==> images/clk_routes.png <==
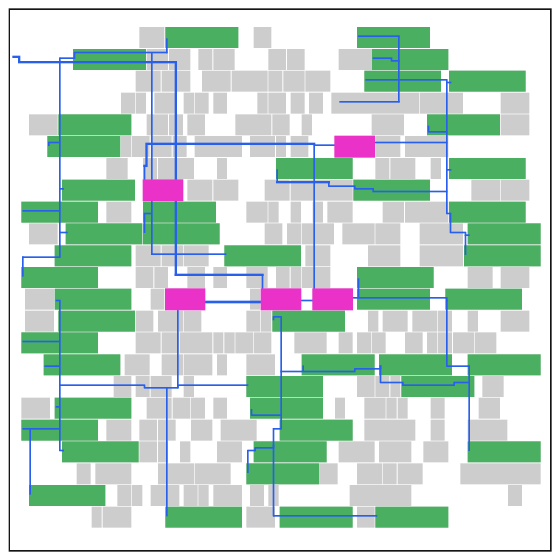
==> images/flops_by_reg.png <==
Other sequential cells in the stronger grey, the rest of the logic in the fainter grey.
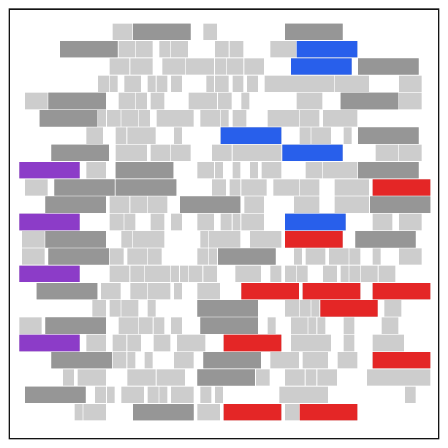
==> images/sizes.png <==
Bar = 20 um.
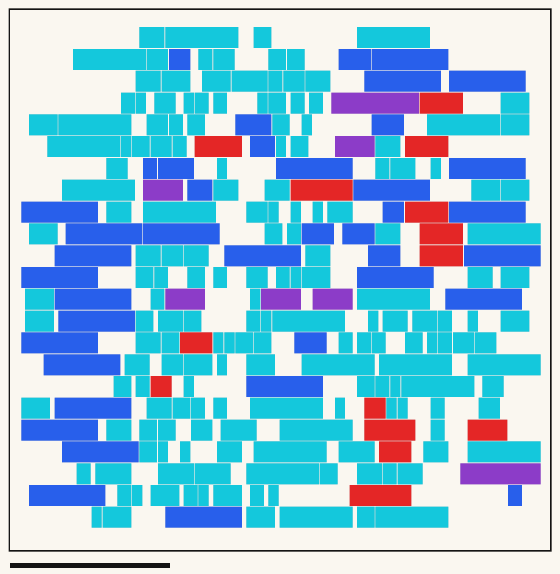
==> images/metal_density.png <==
Bar = 20 um. The die is cut into 13 by 13 equal tiles; dark purple is low, yellow is high, scaled to the fullest tile. Values are wire area over tile area, all layers added.
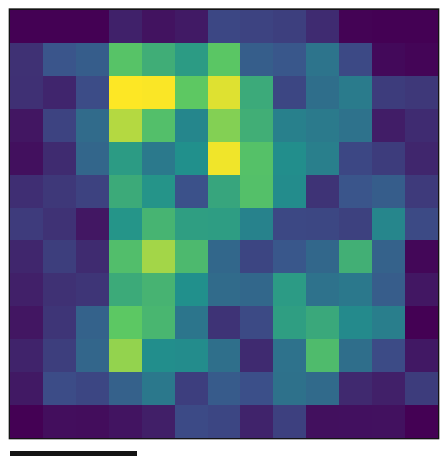
[config.mk]
export PLATFORM = sky130hd
export DESIGN_NAME = keypad_scanner_flat
export DESIGN_NICKNAME = d
export VERILOG_FILES = /design/src/rtl/keypad_pkg.sv /design/src/rtl/keypad_if.sv /design/src/rtl/keypad_debounce.sv /design/src/rtl/keypad_scanner.sv /design/src/flat_wrapper.sv
export SDC_FILE = /design/constraint.sdc
export NUM_CORES = 1
export LEC_CHECK = 0
export CAP_MARGIN = 20
export CORE_MARGIN = 1
export CORE_UTILIZATION = 58
export DETAILED_ROUTE_END_ITERATION = 10
export PLACE_DENSITY = 0.79
export SYNTH_ARGS = -nofsm -noshare
export SYNTH_HDL_FRONTEND = slang
export SYNTH_HIERARCHICAL = 1
export SYNTH_SLANG_ARGS = --single-unit
[constraint.sdc]
create_clock -name clk -period 3.35 [get_ports clk]
set_clock_uncertainty 0.05 [all_clocks]
set_input_delay 0.5025 -clock clk [delete_from_list [all_inputs] [get_ports clk]]
set_output_delay 0.5025 -clock clk [all_outputs]
set_load 0.03 [all_outputs]
[src/rtl/keypad_pkg.sv]
// Shared key codes, debounce state encoding and key-map helpers for the keypad scanner.
package keypad_pkg;

    localparam logic [4:0] KEY_0    = 5'd0;
    localparam logic [4:0] KEY_1    = 5'd1;
    localparam logic [4:0] KEY_2    = 5'd2;
    localparam logic [4:0] KEY_3    = 5'd3;
    localparam logic [4:0] KEY_4    = 5'd4;
    localparam logic [4:0] KEY_5    = 5'd5;
    localparam logic [4:0] KEY_6    = 5'd6;
    localparam logic [4:0] KEY_7    = 5'd7;
    localparam logic [4:0] KEY_8    = 5'd8;
    localparam logic [4:0] KEY_9    = 5'd9;
    localparam logic [4:0] KEY_A    = 5'd10;
    localparam logic [4:0] KEY_B    = 5'd11;
    localparam logic [4:0] KEY_C    = 5'd12;
    localparam logic [4:0] KEY_D    = 5'd13;
    localparam logic [4:0] KEY_STAR = 5'd14;
    localparam logic [4:0] KEY_HASH = 5'd15;
    localparam logic [4:0] KEY_NONE = 5'd31;

    typedef enum logic [1:0] {
        REL,
        PWAIT,
        PRESSED,
        RWAIT
    } db_state_e;

    function automatic logic [4:0] key_code(input logic [1:0] row,
                                            input logic [1:0] col);
        logic [4:0] code;
        unique case ({row, col})
            4'd0:  code = KEY_1;
            4'd1:  code = KEY_2;
            4'd2:  code = KEY_3;
            4'd3:  code = KEY_A;
            4'd4:  code = KEY_4;
            4'd5:  code = KEY_5;
            4'd6:  code = KEY_6;
            4'd7:  code = KEY_B;
            4'd8:  code = KEY_7;
            4'd9:  code = KEY_8;
            4'd10: code = KEY_9;
            4'd11: code = KEY_C;
            4'd12: code = KEY_STAR;
            4'd13: code = KEY_0;
            4'd14: code = KEY_HASH;
            4'd15: code = KEY_D;
        endcase
        return code;
    endfunction

    // Lowest active column wins; caller guarantees at least one bit set.
    function automatic logic [1:0] first_col(input logic [3:0] hits);
        logic [1:0] col;
        if (hits[0])      col = 2'd0;
        else if (hits[1]) col = 2'd1;
        else if (hits[2]) col = 2'd2;
        else              col = 2'd3;
        return col;
    endfunction

endpackage

[src/rtl/keypad_if.sv]
// Keypad matrix pins plus the accepted-key bundle handed to game control.
interface keypad_if;
    logic [3:0] row_n;
    logic [3:0] col_n;
    logic [4:0] key;
    logic       keypad_pressed;
    logic       key_strobe;

    modport master (
        output row_n,
        output key,
        output keypad_pressed,
        output key_strobe,
        input  col_n
    );

    modport slave (
        input  row_n,
        input  key,
        input  keypad_pressed,
        input  key_strobe,
        output col_n
    );
endinterface

[src/rtl/keypad_debounce.sv]
// Debounce FSM: accepts a press or release after DEBOUNCE_SCANS identical full scans.
module keypad_debounce
    import keypad_pkg::*;
#(
    parameter int DEBOUNCE_SCANS = 8
) (
    input  logic       clk,
    input  logic       rst_n,
    input  logic       scan_end_i,
    input  logic [4:0] result_i,
    output logic [4:0] key_o,
    output logic       pressed_o,
    output logic       strobe_o
);
    localparam int CW = $clog2(DEBOUNCE_SCANS + 1);
    localparam logic [CW-1:0] DB  = CW'(DEBOUNCE_SCANS);
    localparam logic [CW-1:0] ONE = CW'(1);
    localparam bit SINGLE = (DEBOUNCE_SCANS == 1);

    db_state_e     state_q, state_d;
    logic [4:0]    cand_q, cand_d;
    logic [4:0]    key_q, key_d;
    logic [CW-1:0] cnt_q, cnt_d, cnt_inc;
    logic          pressed_q, pressed_d;
    logic          strobe_q, strobe_d;

    always_ff @(posedge clk or negedge rst_n) begin
        if (!rst_n) begin
            state_q   <= REL;
            cand_q    <= KEY_NONE;
            key_q     <= KEY_NONE;
            cnt_q     <= '0;
            pressed_q <= 1'b0;
            strobe_q  <= 1'b0;
        end else begin
            state_q   <= state_d;
            cand_q    <= cand_d;
            key_q     <= key_d;
            cnt_q     <= cnt_d;
            pressed_q <= pressed_d;
            strobe_q  <= strobe_d;
        end
    end

    always_comb begin
        state_d   = state_q;
        cand_d    = cand_q;
        key_d     = key_q;
        cnt_d     = cnt_q;
        pressed_d = pressed_q;
        strobe_d  = 1'b0;
        cnt_inc   = cnt_q + ONE;
        if (scan_end_i) begin
            unique case (state_q)
                REL: begin
                    if (result_i != KEY_NONE) begin
                        cand_d = result_i;
                        cnt_d  = ONE;
                        if (SINGLE) begin
                            state_d   = PRESSED;
                            key_d     = result_i;
                            pressed_d = 1'b1;
                            strobe_d  = 1'b1;
                        end else begin
                            state_d = PWAIT;
                        end
                    end
                end
                PWAIT: begin
                    if (result_i == KEY_NONE) begin
                        state_d = REL;
                        cnt_d   = '0;
                    end else if (result_i == cand_q) begin
                        cnt_d = cnt_inc;
                        if (cnt_inc == DB) begin
                            state_d   = PRESSED;
                            key_d     = cand_q;
                            pressed_d = 1'b1;
                            strobe_d  = 1'b1;
                        end
                    end else begin
                        cand_d = result_i;
                        cnt_d  = ONE;
                    end
                end
                PRESSED: begin
                    // A different key while held is ignored until release.
                    if (result_i == KEY_NONE) begin
                        cnt_d = ONE;
                        if (SINGLE) begin
                            state_d   = REL;
                            pressed_d = 1'b0;
                        end else begin
                            state_d = RWAIT;
                        end
                    end
                end
                RWAIT: begin
                    if (result_i == KEY_NONE) begin
                        cnt_d = cnt_inc;
                        if (cnt_inc == DB) begin
                            state_d   = REL;
                            pressed_d = 1'b0;
                        end
                    end else begin
                        state_d = PRESSED;
                    end
                end
                default: state_d = REL;
            endcase
        end
    end

    assign key_o     = key_q;
    assign pressed_o = pressed_q;
    assign strobe_o  = strobe_q;

endmodule

[src/rtl/keypad_scanner.sv]
// 4x4 keypad row scanner with column synchroniser, feeding the debounce FSM.
// Build option KEYPAD_GHOST_REJECT_EN: scans with two or more keys down read as no key.
module keypad_scanner
    import keypad_pkg::*;
#(
    parameter int SCAN_DIV       = 1000,
    parameter int DEBOUNCE_SCANS = 8
) (
    input  logic     clk,
    input  logic     rst_n,
    keypad_if.master kp
);
    localparam int DW = (SCAN_DIV > 1) ? $clog2(SCAN_DIV) : 1;
    localparam logic [DW-1:0] DIV_LAST = DW'(SCAN_DIV - 1);

    logic [3:0]    sync1_q, sync2_q;
    logic [3:0]    row_n_q, row_n_d;
    logic [3:0]    row_hits;
    logic [DW-1:0] div_q, div_d;
    logic [1:0]    row_q, row_d;
    logic          hit_q, hit_d, acc_hit;
    logic [4:0]    code_q, code_d, acc_code;
    logic [4:0]    result;
    logic          sample, scan_end, row_any;
`ifdef KEYPAD_GHOST_REJECT_EN
    logic          multi_q, multi_d, acc_multi, row_multi;
`endif

    always_ff @(posedge clk or negedge rst_n) begin
        if (!rst_n) begin
            sync1_q <= 4'hF;
            sync2_q <= 4'hF;
            row_n_q <= 4'b1110;
            div_q   <= '0;
            row_q   <= 2'd0;
            hit_q   <= 1'b0;
            code_q  <= KEY_NONE;
        end else begin
            sync1_q <= kp.col_n;
            sync2_q <= sync1_q;
            row_n_q <= row_n_d;
            div_q   <= div_d;
            row_q   <= row_d;
            hit_q   <= hit_d;
            code_q  <= code_d;
        end
    end

`ifdef KEYPAD_GHOST_REJECT_EN
    always_ff @(posedge clk or negedge rst_n) begin
        if (!rst_n) multi_q <= 1'b0;
        else        multi_q <= multi_d;
    end
`endif

    always_comb begin
        sample   = (div_q == DIV_LAST);
        row_hits = ~sync2_q;
        row_any  = |row_hits;
        // Rows arrive in index order, so the first hit is the lowest index.
        acc_hit  = hit_q | row_any;
        acc_code = code_q;
        if (!hit_q && row_any) acc_code = key_code(row_q, first_col(row_hits));
`ifdef KEYPAD_GHOST_REJECT_EN
        row_multi = |(row_hits & (row_hits - 4'd1));
        acc_multi = multi_q | (hit_q & row_any) | row_multi;
        result    = (acc_hit && !acc_multi) ? acc_code : KEY_NONE;
`else
        result    = acc_hit ? acc_code : KEY_NONE;
`endif
        scan_end = sample && (row_q == 2'd3);

        div_d   = div_q + DW'(1);
        row_d   = row_q;
        row_n_d = row_n_q;
        hit_d   = hit_q;
        code_d  = code_q;
`ifdef KEYPAD_GHOST_REJECT_EN
        multi_d = multi_q;
`endif
        if (sample) begin
            div_d   = '0;
            row_d   = row_q + 2'd1;
            row_n_d = ~(4'b0001 << row_d);
            hit_d   = acc_hit;
            code_d  = acc_code;
`ifdef KEYPAD_GHOST_REJECT_EN
            multi_d = acc_multi;
`endif
            if (scan_end) begin
                hit_d  = 1'b0;
                code_d = KEY_NONE;
`ifdef KEYPAD_GHOST_REJECT_EN
                multi_d = 1'b0;
`endif
            end
        end
    end

    keypad_debounce #(
        .DEBOUNCE_SCANS(DEBOUNCE_SCANS)
    ) u_debounce (
        .clk       (clk),
        .rst_n     (rst_n),
        .scan_end_i(scan_end),
        .result_i  (result),
        .key_o     (kp.key),
        .pressed_o (kp.keypad_pressed),
        .strobe_o  (kp.key_strobe)
    );

    assign kp.row_n = row_n_q;

endmodule
[src/flat_wrapper.sv]
// flat-port wrapper written by rule: the top's interface ports become plain ports
module keypad_scanner_flat import keypad_pkg::*;
#(
    parameter int SCAN_DIV       = 1000,
    parameter int DEBOUNCE_SCANS = 8
)
  (clk, rst_n, kp_row_n, kp_key, kp_keypad_pressed, kp_key_strobe, kp_col_n);
  keypad_if kp_i ();
  input  logic clk;
  input  logic rst_n;
  output wire logic [$bits(kp_i.row_n)-1:0] kp_row_n;
  output wire logic [$bits(kp_i.key)-1:0] kp_key;
  output wire logic [$bits(kp_i.keypad_pressed)-1:0] kp_keypad_pressed;
  output wire logic [$bits(kp_i.key_strobe)-1:0] kp_key_strobe;
  input wire logic [$bits(kp_i.col_n)-1:0] kp_col_n;
  assign kp_row_n = kp_i.row_n;
  assign kp_key = kp_i.key;
  assign kp_keypad_pressed = kp_i.keypad_pressed;
  assign kp_key_strobe = kp_i.key_strobe;
  assign kp_i.col_n = kp_col_n;
  keypad_scanner #(.SCAN_DIV(SCAN_DIV), .DEBOUNCE_SCANS(DEBOUNCE_SCANS)) u_core (.clk(clk), .rst_n(rst_n), .kp(kp_i));
endmodule
==> results_dict.tcl <==
# implementation run metrics
set metrics [dict create \
    yosysTopAreaCell "dfstp_2" \
    wl_met2_um 2010 \
    numSynthFlops 48 \
    dieArea_um2 4540 \
    io_pins 17 \
    max_stage_delay_ps 390 \
    status "finished, final reports clean" \
    total_power_mw 1.04 \
    via_per_inst 5.92 \
    ys_cells 219 \
    start_kind "flop" \
    power_density_nw_per_um2 372 \
    grt_pass1_wl_um 7250 \
    yosysWarnings 6 \
    drive_gt1_frac 0.256 \
    avgSynthCellArea_um2 11.3 \
    numCtsBuffers 5 \
    crit_chain "ha_1 -> nand3_4 -> nor4_4 -> buf_4 -> and2_1 -> nand4_2 -> a21oi_4 -> nand4_4 -> mux2_4" \
    power.leakage_nw 1.18 \
    wl_met3_um 178 \
    crit_slowest_cell "dfrtp_1" \
    logic_family "simple AND/OR/NAND/NOR gates" \
    holdCritPathClass "in2async" \
    dpl_worst_slack_ps 705 \
    path_depth 9 \
    dp_hpwl_um 3030 \
    cts-root-buf "clkbuf_8" \
    globalRouteMet2Util 0.343 \
    synthArstFlopShare 1.00 \
    slew_headroom 0.646 \
    tightest_slew_ps 524 \
    clock-sinks 48 \
    fp_util 0.611 \
    topCellsByArea "dfstp_2, dfrtp_1, xnor2_1, ha_1, mux2_4" \
    arrival_ps 2860 \
    synthMuxAreaShare 0.0616 \
    use_met3 0.0507 \
    cts_tree "built" \
    cts.reportedPaths.clkPinSlew_ps 90 \
    min_period_over_period 0.801 \
    reg2reg_depth 9 \
    edf_count 0 \
    die_y_um 67.4 \
    grt_start_max_net_pins 49 \
    ys_types 59 \
    drt_pass1_iterations 4 \
    synthAoiAreaFrac 0.165 \
    rrSetupSlack_ps 670 \
    worst-path-buf-inv 1 \
    ant_nets 0 \
    clk_path_buf_depth 2 \
    drt-met1-wl_um 2150 \
    syn-num-nets 231 \
    tool_warnings 29 \
    max_cap_viol_count 0 \
    slew_violations 0 \
    syn_inst 219 \
    gp_congestion 0.901 \
    setup_viol 0 \
    cp.required_ps 3530 \
    critical_path.endpoint "u_core/u_debounce/key_o[4]$_DFFE_PN1P_" \
    timing.rr.end "u_core/u_debounce/key_o[4]$_DFFE_PN1P_" \
    r2r-start "u_core/div_q[0]$_DFF_PN0_" \
    cts_resized 0 \
    final_common_cell "dfstp_2" \
    fmaxAchievable_ghz 0.373 \
    cts_max_level 2 \
    cp-startpoint "u_core/div_q[0]$_DFF_PN0_" \
    synth-simple-area-share 0.182 \
    syn_area_um2 2480 \
    largest_reg_flops 10 \
    synth_seq_share 0.498 \
    fin_tns_setup_ps 0 \
    top_cell "dfstp_2" \
    core-area_um2 4060 \
    num_rows 23 \
    grt_antenna_before_repair 0 \
    postCtsSetupRepairBufs 0 \
    max_flop_register "u_core/div_q" \
    cp_top_family "simple AND/OR/NAND/NOR gates" \
    adder_share 0.0303 \
    hold_buffers 0 \
    fin_crit_ps 2680 \
    top_layer_used "met4" \
    xor_area_frac 0.0389 \
    nNetsFinal 249 \
    drc_errors 0 \
    overflow 0 \
    die_w_um 67.4 \
    crit_type "reg2reg" \
    syn2layout_area_growth_pct 13.3 \
    drt-total-wl_um 4360 \
    most-common-layout-cells "dfstp_2, dfrtp_1, clkdlybuf4s50_1, nand2_1, a21oi_1" \
    rsz0062_at_grt "no" \
    grt-busiest-layer "met2" \
    top_cell_area_share 0.276 \
    ys.flop_type "dfstp_2" \
    vdd.ir_drop.worst_uv 344 \
    antenna_cells 0 \
    yosysChipArea_um2 2480 \
    io_buffers 16 \
    critPathCaptureType "flop" \
    synthTopCellsByCount "dfstp_2, dfrtp_1, nand2_1" \
    first_iter_violations 87 \
    cp_max_fo 11 \
    wl_per_cell_um 15.1 \
    grt_pass1_vias 1596 \
    hold_violations 0 \
    grt_use_met1 0.287 \
]
## Picture notes: clk_routes.png
clock wires: shown in blue, length 528 um. clock drivers: shown in magenta, count 5. flip-flops: shown in green, count 48.
There are 6 routed clock nets. Position of the flops: all over the die.
Clock Power Share: 0.391
clock latency on the worst-skew pair: 300 ps
clk pwr: 0.408 mW

## Picture notes: flops_by_reg.png
u_core/sync1_q: shown in purple, placed flops 4, where middle left. u_core/div_q: shown in red, placed flops 10. u_core/u_debounce/cand_q: shown in blue, placed flops 5.
Another 29 sequential cells are not coloured.
Seq. pwr: 0.594 mW
Final Core Density: 0.692
Seq/total area: 0.439

## Picture notes: sizes.png
_0 and _1 cells: shown in cyan, cells 177. _6 and larger: shown in purple, cells 7. _2 cells: shown in blue, cells 40. _3 and _4 cells: shown in red, cells 14.
nonclk buf count: 18
final non-filler cell area: 2810 um^2
Final WS setup: 667 ps

## Picture notes: metal_density.png
22% of the tiles are over half the peak. The emptiest ninth of the die: upper right. 6.5% of the tiles are nearly empty.
All-Layer GR Usage: 0.214
DR vias: 1704

power breakdown:
part / switching (mW) / internal [mW]
sequential: 0.00506 / 0.589
clock: 0.187 / 0.221
combinational: 0.0253 / 0.0163
per-stage QoR:
stage          instances  hold WS (ps)  cell area (um^2)  utilization
4_1_cts              287           311              2780        0.685
5_1_grt              288           154              2810        0.692
2_1_floorplan        219           157              2480            -
3_5_place_dp         279           298              2670        0.658
6_report             288           127              2810        0.692
3_3_place_gp         279           296              2670        0.658
cell type report:
class,count,area [um^2]
Inverter,7,26.3
Clock inverter,3,42.5
Fill cell,313,1250
Tap cell,50,62.6
Timing Repair Buffer,18,190
Sequential cell,48,1230
Multi-Input combinational cell,157,1180
Clock buffer,5,68.8
Power figures rest on the tool's default switching activity, not on a simulated workload.
